$ cat src/rtl/dspm_req_splitter.sv
// Scratchpad request splitter: folds the two-phase (index, then tag) load
// request into one single-cycle SPM request; stores pass straight through.
package dspm_pkg;
    localparam int DCACHE_INDEX_WIDTH = 12;
    localparam int DCACHE_TAG_WIDTH   = 44;

    typedef struct packed {
        logic [DCACHE_INDEX_WIDTH-1:0] address_index;
        logic [DCACHE_TAG_WIDTH-1:0]   address_tag;
        logic [63:0]                   data_wdata;
        logic                          data_req;
        logic                          data_we;
        logic [7:0]                    data_be;
        logic [1:0]                    data_size;
        logic                          kill_req;
        logic                          tag_valid;
    } dcache_req_i_t;

    typedef struct packed {
        logic        data_gnt;
        logic        data_rvalid;
        logic [63:0] data_rdata;
    } dcache_req_o_t;
endpackage

module dspm_req_splitter
    import dspm_pkg::*;
#(
    parameter int IDX_WIDTH = DCACHE_INDEX_WIDTH,
    parameter int TAG_WIDTH = DCACHE_TAG_WIDTH
) (
    input  logic          clk_i,
    input  logic          rst_ni,
    input  dcache_req_i_t req_port_i,
    output dcache_req_o_t req_port_o,
    output dcache_req_i_t spm_req_o,
    input  dcache_req_o_t spm_req_i,
    output logic          busy_o
);

    typedef enum logic [1:0] {
        IDLE,
        WAIT_TAG,
        ISSUE,
        DRAIN
    } state_e;

    state_e               state_q, state_d;
    logic [IDX_WIDTH-1:0] idx_q, idx_d;
    logic [TAG_WIDTH-1:0] tag_q, tag_d;
    logic [7:0]           be_q, be_d;
    logic [1:0]           size_q, size_d;

    always_ff @(posedge clk_i or negedge rst_ni) begin
        if (!rst_ni) begin
            state_q <= IDLE;
            idx_q   <= '0;
            tag_q   <= '0;
            be_q    <= '0;
            size_q  <= '0;
        end else begin
            state_q <= state_d;
            idx_q   <= idx_d;
            tag_q   <= tag_d;
            be_q    <= be_d;
            size_q  <= size_d;
        end
    end

    always_comb begin
        state_d    = state_q;
        idx_d      = idx_q;
        tag_d      = tag_q;
        be_d       = be_q;
        size_d     = size_q;
        spm_req_o  = '0;
        req_port_o = '0;

        unique case (state_q)
            IDLE: begin
                if (req_port_i.data_req) begin
                    if (req_port_i.data_we) begin
                        spm_req_o           = req_port_i;
                        req_port_o.data_gnt = spm_req_i.data_gnt;
                    end else begin
                        req_port_o.data_gnt = 1'b1;
                        idx_d   = IDX_WIDTH'(req_port_i.address_index);
                        be_d    = req_port_i.data_be;
                        size_d  = req_port_i.data_size;
                        state_d = WAIT_TAG;
                    end
                end
            end
            WAIT_TAG: begin
                if (req_port_i.kill_req) begin
                    state_d = IDLE;
                end else if (req_port_i.tag_valid) begin
                    tag_d   = TAG_WIDTH'(req_port_i.address_tag);
                    state_d = ISSUE;
                end
            end
            ISSUE, DRAIN: begin
                // DRAIN keeps the request up so the SPM finishes cleanly
                spm_req_o.data_req      = 1'b1;
                spm_req_o.tag_valid     = 1'b1;
                spm_req_o.address_index = DCACHE_INDEX_WIDTH'(idx_q);
                spm_req_o.address_tag   = DCACHE_TAG_WIDTH'(tag_q);
                spm_req_o.data_be       = be_q;
                spm_req_o.data_size     = size_q;
                if (spm_req_i.data_rvalid) begin
                    state_d = IDLE;
                    if (state_q == ISSUE) begin
                        req_port_o.data_rvalid = 1'b1;
                        req_port_o.data_rdata  = spm_req_i.data_rdata;
                    end
                end else if (state_q == ISSUE && req_port_i.kill_req) begin
                    state_d = DRAIN;
                end
            end
            default: state_d = IDLE;
        endcase

        if (!rst_ni) begin
            spm_req_o  = '0;
            req_port_o = '0;
        end
    end

    assign busy_o = (state_q != IDLE);

endmodule

$ cat config.mk
export PLATFORM = sky130hd
export DESIGN_NAME = dspm_req_splitter
export DESIGN_NICKNAME = d
export VERILOG_FILES = /design/src/rtl/dspm_req_splitter.sv
export SDC_FILE = /design/constraint.sdc
export NUM_CORES = 1
export LEC_CHECK = 0
export ABC_AREA = 1
export CAP_MARGIN = 10
export CORE_AREA = 3 3 154 156
export CTS_CLUSTER_DIAMETER = 60
export CTS_CLUSTER_SIZE = 40
export DETAILED_ROUTE_END_ITERATION = 10
export DIE_AREA = 0 0 157 159
export HOLD_SLACK_MARGIN = 0.15
export PLACE_DENSITY = 0.61
export SETUP_SLACK_MARGIN = 0.4
export SYNTH_ARGS = -nofsm -noshare
export SYNTH_HDL_FRONTEND = slang
export SYNTH_SLANG_ARGS = --single-unit
$ cat constraint.sdc
create_clock -name clk_i -period 3.2 [get_ports clk_i]
set_input_delay 0.8 -clock clk_i [delete_from_list [all_inputs] [get_ports clk_i]]
set_output_delay 0.8 -clock clk_i [all_outputs]
set_load 0.03 [all_outputs]
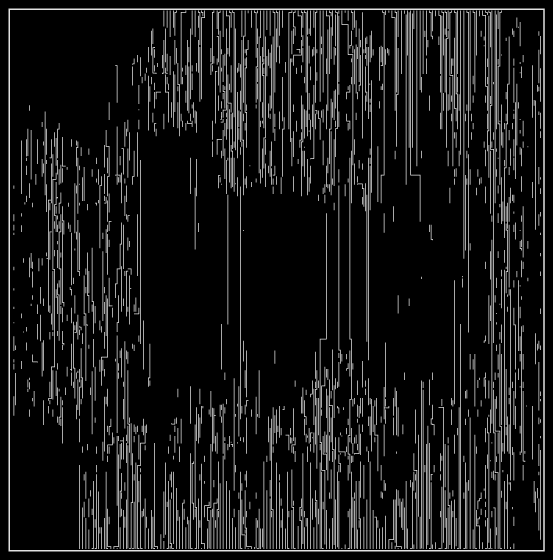
*Met2 routing*
1060 nets have wire on it. The wires run mostly vertical. The layer carries 11900 um of wire.

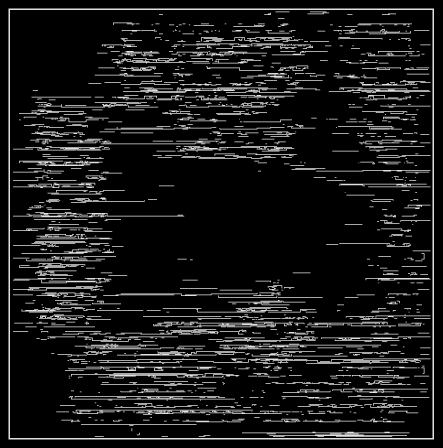
*Met1 routing*
1225 nets have wire on it. The wires run mostly horizontal. The longest straight run is 65.5 um. The layer carries 9380 um of wire. The layer holds 40% of the routed length.

==> changes_impl.md <==
### Changed

* Clock tree buffer depth at 2
* Synth Register Bits at 68
* Post-synth top area cell: dfrtp_1
* Die width at 157 um
* # rows at 55
* Async S/R FF share, synth at 1.00
* Crit path DAT at 1.91 ns
* Max Clock Freq at 369 MHz
* Post-cts sizing count at 4
* Clock Sinks at 68
* Crit-path cells: buf_2, buf_4, nand4_1, a21oi_1, buf_4
* Main flop type: dfrtp_1
* Yosys stat chip area at 4980 um2
* GR Util met2 at 0.308
* Crit Path Max Fanout at 28
* Clk_skew at 0.00359 ns
* TNS Setup at 0 ns
* VDD IR max at 0.381 mV
* Worst-margin pin slew at 0.856 ns
* CP dominant cell by count: buf_4
* Mapped Nets at 1026
* Final setup viols at 0
* Synthesized instance count at 824
* Post-place instance area at 8930 um2
* Max-area cell share at 0.342
* CP max stage delay at 0.36 ns
* Minimum clock period at 2.71 ns
* Detailed Route WL at 23600 um
* Setup Crit Path Kind: in -> out
* Status: finished clean
* Vias/cell at 4.31
* ANT nets after route at 0
* Final Power at 5.24 mW
* Routed met2 length at 11900 um
* Antenna violations before repair at 6
* Largest net degree at the start of global routing at 89
* CP max-delay cell: buf_4
* Root buffer cell: clkbuf_16
* Endpoints failing hold at 0
* # port buffers at 402
* Layout fillers at 2372
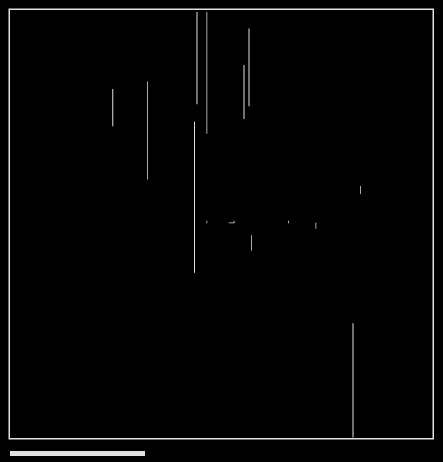
*Metal 4*
Scale bar: 50 um.
11 nets have wire on it. The wires run mostly vertical.

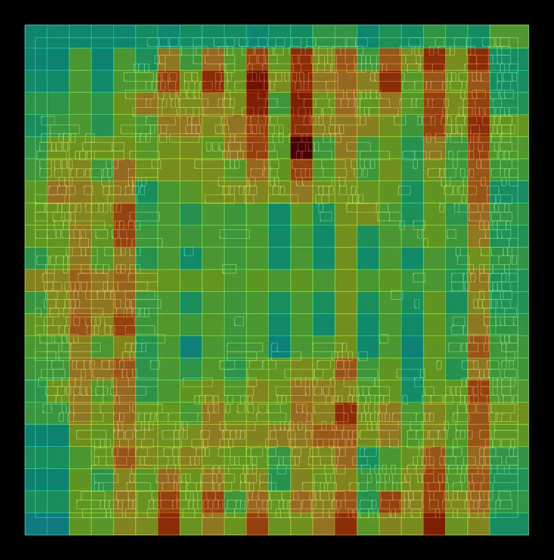
*Routing congestion map*
Total Routing Usage GR: 0.176
average wire per standard cell: 15.9 um
Layout Utilization: 0.412

power by group:
group / switching, mW / total (mW) / internal, mW
clock network: 0.360 / 0.952 / 0.592
logic: 1.67 / 2.72 / 1.05
registers: 0.260 / 1.56 / 1.30
final cells by class:
| type | instances | area (um2) | share of cell area |
|---|---|---|---|
| Clock inverter | 3 | 40.0 | 0.00432 |
| Multi-Input combinational cell | 489 | 2250 | 0.243 |
| Inverter | 203 | 762 | 0.0823 |
| Clock buffer | 11 | 233 | 0.0251 |
| Timing Repair Buffer | 422 | 3920 | 0.423 |
| Tap cell | 285 | 357 | 0.0385 |
| Sequential cell | 68 | 1700 | 0.184 |
cell usage in the layout (no fill, tap or decap), drive strengths merged:
cell           Yosys  layout
clkinv             0       2
dlymetal6s2s       0       1
nand4             69      69
o21ai             67      67
buf               37     222
inv              203     203
bufinv             0       1
dfrtp             68      68
nor3               1       1
clkdlybuf4s50      0     198
a21oi             67      67
nand3              5       5
clkbuf            27      12
nand2            146     146
nor2             134     134
logic make-up (layout without fill, tap and decap cells):
family          after synthesis  after routing  share of synthesized area
compound gates              134            134                      0.135
buf+inv                     267            639                      0.215
flops                        68             68                      0.342
simple gates                355            355                      0.309
worst paths after layout:
check,endpoint,depth (start not counted),start
worst max-delay path,spm_req_o[104],5,req_port_i[12]
worst min-delay path,tag_q[13],1,rst_ni
worst max register to register,idx_q[8],4,state_q[1]
worst min register to register,be_q[4],2,be_q[4]
max in group asynchronous,tag_q[21],2,rst_ni
min in group clk_i,be_q[4],2,be_q[4]
stage by stage:
step | instances | util | setup WS, ns
detailed placement | 1466 | 0.397 | 0.390
floorplan | 824 | - | 0.482
CTS | 1480 | 0.409 | 0.406
global placement | 1466 | 0.397 | 0.375
finish | 1481 | 0.412 | 0.492
global route | 1481 | 0.412 | 0.423
No activity file was given, so power comes from the tool's default toggle rates.
